`config.mk`:
```
export PLATFORM = sky130hd
export DESIGN_NAME = timing_sequencer
export DESIGN_NICKNAME = d
export VERILOG_FILES = /design/src/rtl/timing_sequencer.sv
export SDC_FILE = /design/constraint.sdc
export NUM_CORES = 1
export LEC_CHECK = 0
export CORE_AREA = 5 5 42 44
export DETAILED_ROUTE_END_ITERATION = 10
export DIE_AREA = 0 0 47 49
export GPL_ROUTABILITY_DRIVEN = 0
export HOLD_SLACK_MARGIN = 0.03
export PLACE_DENSITY = 0.85
export SYNTH_ARGS = -nofsm -noshare
export SYNTH_HDL_FRONTEND = slang
export SYNTH_SLANG_ARGS = --single-unit
```
`constraint.sdc`:
```
create_clock -name clk -period 2 [get_ports clk]
set_input_delay 0.5 -clock clk [delete_from_list [all_inputs] [get_ports clk]]
set_output_delay 0.5 -clock clk [all_outputs]
set_load 0.02 [all_outputs]
```
`src/rtl/timing_sequencer.sv`:
```
// Instruction timing sequencer: a two-state IDLE/RUN controller stepping a
// sequence counter through T0..T(NUM_T-1) with a one-hot timing bus decode.
module timing_sequencer #(
    parameter int CW    = 4,
    parameter int NUM_T = 8,
    localparam int OUT_W = 2 ** CW
) (
    input  logic             clk,
    input  logic             rst_n,
    input  logic             start,
    input  logic             halt,
    input  logic             clr,
    input  logic             stall,
    output logic [CW-1:0]    sc,
    output logic [OUT_W-1:0] t,
    output logic             running,
    output logic             wrap
);

    typedef enum logic {
        IDLE = 1'b0,
        RUN  = 1'b1
    } state_t;

    localparam logic [CW-1:0] SC_LAST = CW'(NUM_T - 1);

    state_t        state_q, state_d;
    logic [CW-1:0] sc_q, sc_d;
    logic          wrap_q, wrap_d;

    always_ff @(posedge clk or negedge rst_n) begin
        if (!rst_n) begin
            state_q <= IDLE;
            sc_q    <= '0;
            wrap_q  <= 1'b0;
        end else begin
            state_q <= state_d;
            sc_q    <= sc_d;
            wrap_q  <= wrap_d;
        end
    end

    // In RUN the controls are prioritised halt > clr > stall > increment.
    always_comb begin
        state_d = state_q;
        sc_d    = sc_q;
        wrap_d  = 1'b0;
        case (state_q)
            IDLE: begin
                sc_d = '0;
                if (start && !halt) begin
                    state_d = RUN;
                end
            end
            RUN: begin
                if (halt) begin
                    state_d = IDLE;
                    sc_d    = '0;
                end else if (clr) begin
                    sc_d = '0;
                end else if (stall) begin
                    sc_d = sc_q;
                end else if (sc_q == SC_LAST) begin
                    sc_d   = '0;
                    wrap_d = 1'b1;
                end else begin
                    sc_d = sc_q + 1'b1;
                end
            end
            default: begin
                state_d = IDLE;
                sc_d    = '0;
            end
        endcase
    end

    // Decode straight from the registers so Tn appears in the same cycle as sc=n.
    always_comb begin
        t = '0;
        if (state_q == RUN) begin
            t[sc_q] = 1'b1;
        end
    end

    assign sc      = sc_q;
    assign running = (state_q == RUN);
    assign wrap    = wrap_q;

endmodule

```
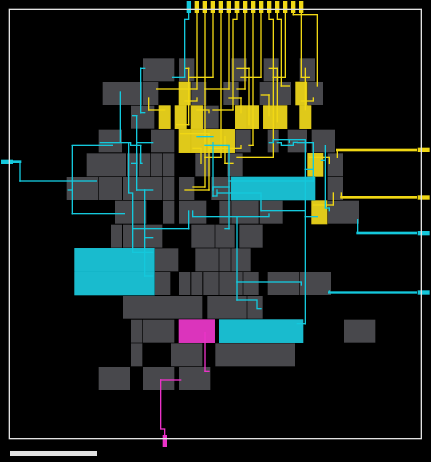
Fig. 1. Wires at chosen ports, followed through buffers (run 1).
Bar = 10 um.
- magenta: `clr` (bits 1; direction input; edge bottom; end cells 1; buffers 1; wire 13.9 um)
- cyan: `sc` (bits 4; direction output; edge 2 right, 1 top, 1 left; end cells 4; buffers 8; wire 249 um)
- yellow: `t` (bits 16; direction output; edge 14 top, 2 right; end cells 16; buffers 16; wire 273 um)
IO Count: 28
Port-buffer cells: 27

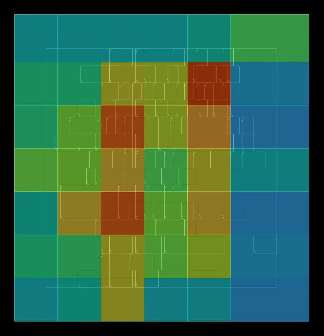
Fig. 2. Congestion heat map (run 1).
gr busiest metal: met2
GRT met2 Usage: 0.1878
detailed-route wire length per cell: 11.64 um

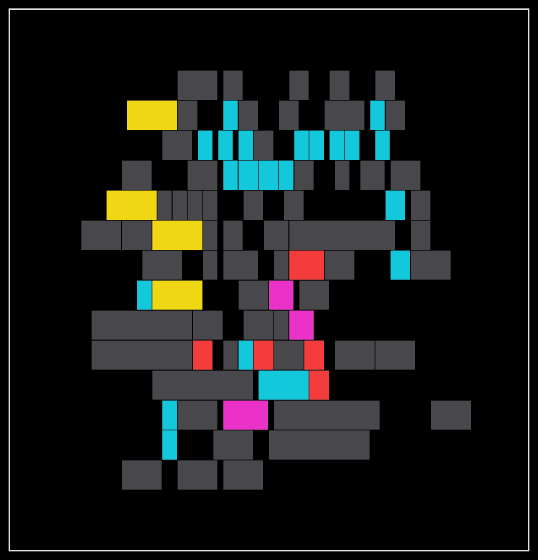
Fig. 3. Gate families picked out (run 1).
- cyan: nor cells (cells 21; most used nor2_1)
- magenta: and/or cells (cells 3; most used or3_1)
- red: aoi and oai cells (cells 5)
- yellow: fa/ha/maj cells (cells 4; most used ha_1)
combinational share of cell area: 0.3538
most numerous logic cell after layout: nor2_1

==> Slide: Implementation Results <==
Flow Results at a Glance

Logic synthesis
  • Avg Inst Size Synth: 7.871 sq um
  • Flops after synth: 6
  • YS chip area: 432.9 sq um
  • Mapped Area: 432.9 sq um
  • Top cells, area: dfrtp_1, nor2_1, ha_1
  • Synth top area share: 0.3468
  • Post-synth top area cell: dfrtp_1
  • Register area share after synthesis: 0.3468
  • Syn. warnings: 0
  • Cells after synthesis: 55
  • Netlist cell types: 17
  • Yosys cell count: between 50 and 60
  • Syn Nets: around 65

Setup path
  • Slowest stage delay, CP: 0.60 ns
  • CP max stage cell: clkdlybuf4s50_1
  • Setup crit start: sc[2]
  • Worst R2R Start: sc[1]
  • CP max FO: 8
  • Setup slack, reg-to-reg: 0.63 ns
  • Crit-path cells: buf_4, clkdlybuf4s50_1
  • Crit path max-delay family: buffers and inverters
  • Critical Path Source Type: flip-flop
  • WP buf/inv: 2
  • CP Class: flip-flop to output port
  • Crit path DAT: 1.41 ns
  • Crit path required time: 1.50 ns
  • Setup crit end kind: output port

Die
  • Chip area: 2303 sq um
  • Die X: 47 um
  • Core ar.: 1401 sq um
  • FP Util: 0.3089
  • Row count: 14
  • Die height: around 49 um

Clocking
  • CTS H-tree lvls: 1
  • Num Clock Sinks: 6
  • Postcts setup bufs: 0
  • Clock root cell: clkbuf_4
  • CTS tree: done
  • Deepest clock path buffer count: 2
  • Skew-Pair Late Insertion Delay: about 0.24 ns
  • Clk slew on worst S/H paths: 0.05 ns
  • Num CTS Buffers: 3

Finish
  • Final Cell Area: ~700 sq um
  • Fin cells: 107
  • Ant diodes: 0
  • Post-layout util: 0.5098
  • Filler instances: 145
  • Final nets: 103
  • Area delta synth->final: 65.03%
  • Layout cells sized above 1: 0.3407
  • Max reg flops: 4

Routing
  • WL met1: about 510 um
  • Vias per std cell: 4.626
  • DR DRC count: 0
  • Met3 routed WL: 80 um
  • Met2 WL post-DR: 659 um
  • Drt pass-1 iters: 4
  • Starting DRC count in detailed routing: 12
  • Routed Antenna Nets: 0
  • Total wire length: 1246 um
  • Vias: a little under 500
  • Highest metal used: met3

Place
  • Pre-CTS setup slack: -0.04354 ns
  • Placed insts: 104
  • Final HPWL DP: 1002 um
  • Post-DP Area: 764.5 sq um

Pwr
  • Sw frac: 0.2306
  • Int Pwr: 0.2111 mW
  • Static leakage: 0.3265 nW
  • P_comb: between 0.03 and 0.04 mW
  • Peak VDD IR: slightly below 0.0004 V
  • PwrDens: 383.9 nW/um^2
  • Comb pwr share: 0.137
  • Design Power: 0.2743 mW
  • Highest-power group: registers
  • Clock network power: 0.110 mW
  • Sequential power share: 0.462
  • Power Sequential: 0.127 mW
  • Clk pwr share: 0.401
  • P_sw: between 0.06 and 0.07 mW

Final timing
  • Worst slew margin: 0.8176
  • Max Freq: 524.6 MHz
  • WHS: 0.5020 ns
  • Period minus WS final: 1.906 ns
  • Final setup vio count: 0
  • Fin crit share: 0.9531
  • Setup TNS: 0 ns
  • Hold Fails Final Rpt: 0
  • Setup WS post-layout: about 0.094 ns
  • Skew final: 0.001850 ns
  • Final-report max-slew violation count: 0
  • Worst-margin pin slew: 0.2728 ns

Global route
  • Gr usage total: 0.1133
  • GR Util met1: 0.1230
  • Vias in the first global route: 452
  • Largest net degree at the start of global routing: 9
  • Total congestion overflow: 0
  • Global-route wire length before repair: 1897 um
  • Initial antenna violation count: 0
  • M3 GR Usage: 0.04797

Min path
  • Worst hold path type: input port to async pin

Run
  • Log Warnings: 29
  • Max_cap viols: 0

Run status
  • Outcome: finished, final reports clean
[run 1: placed cells by master (no fill, tap or decap), types with 2 or more instances in the layout]
master	netlist	final
nand2b_1	2	2
nor2_1	16	16
a21oi_1	2	2
dfrtp_2	0	2
inv_1	3	3
dfrtp_1	6	4
or3_1	2	2
clkdlybuf4s50_1	0	11
nand2_1	7	7
ha_1	4	4
nor3_1	4	4
o21ai_0	2	2
clkbuf_2	0	14
clkbuf_4	0	3
buf_4	1	8
[run 1: synth_stat cells, drive strengths merged]
| cell | instances |
|---|---|
| inv | 3 |
| nand2 | 7 |
| nand2b | 2 |
| nor2 | 16 |
| or3b | 1 |
| or3 | 2 |
| mux2i | 1 |
| a21oi | 3 |
| o21ai | 2 |
| nand4b | 1 |
| dfrtp | 6 |
| ha | 4 |
| nor4 | 1 |
| nor3 | 4 |
| buf | 2 |
[run 1: what timing repair did]
| action | in CTS | in global routing |
|---|---|---|
| endpoints found under the setup margin | 16 | 18 |
| hold buffers | 0 | 0 |
| gates resized | 21 | 33 |
[run 1: kinds of logic after synthesis]
| kind of cell | synth area share |
|---|---|
| AND-OR/OR-AND | 0.06648 |
| multiplexers | 0.02312 |
| buffers and inverters | 0.06937 |
| flip-flops | 0.3468 |
| AND/OR/NAND/NOR | 0.3786 |
| adder cells (fa/ha/maj) | 0.1156 |
[run 1: cell type report]
class                           count  area (sq um)  share of cell area
Clock buffer                        3         22.52             0.03152
Inverter                            3         11.26             0.01576
Multi-Input combinational cell     44         252.7              0.3538
Sequential cell                     6         152.6              0.2137
Tap cell                           16         20.02             0.02802
Timing Repair Buffer               35         255.2              0.3573
[run 1: final timing paths]
kind,to,cells after the start
max reg2reg,sc[2],5
min in group clk,sc[3],2
max in group asynchronous,sc[2],1
min reg2reg,sc[3],2
min,sc[3],1
max,sc[2],2
Power and IR drop assume default switching activity.
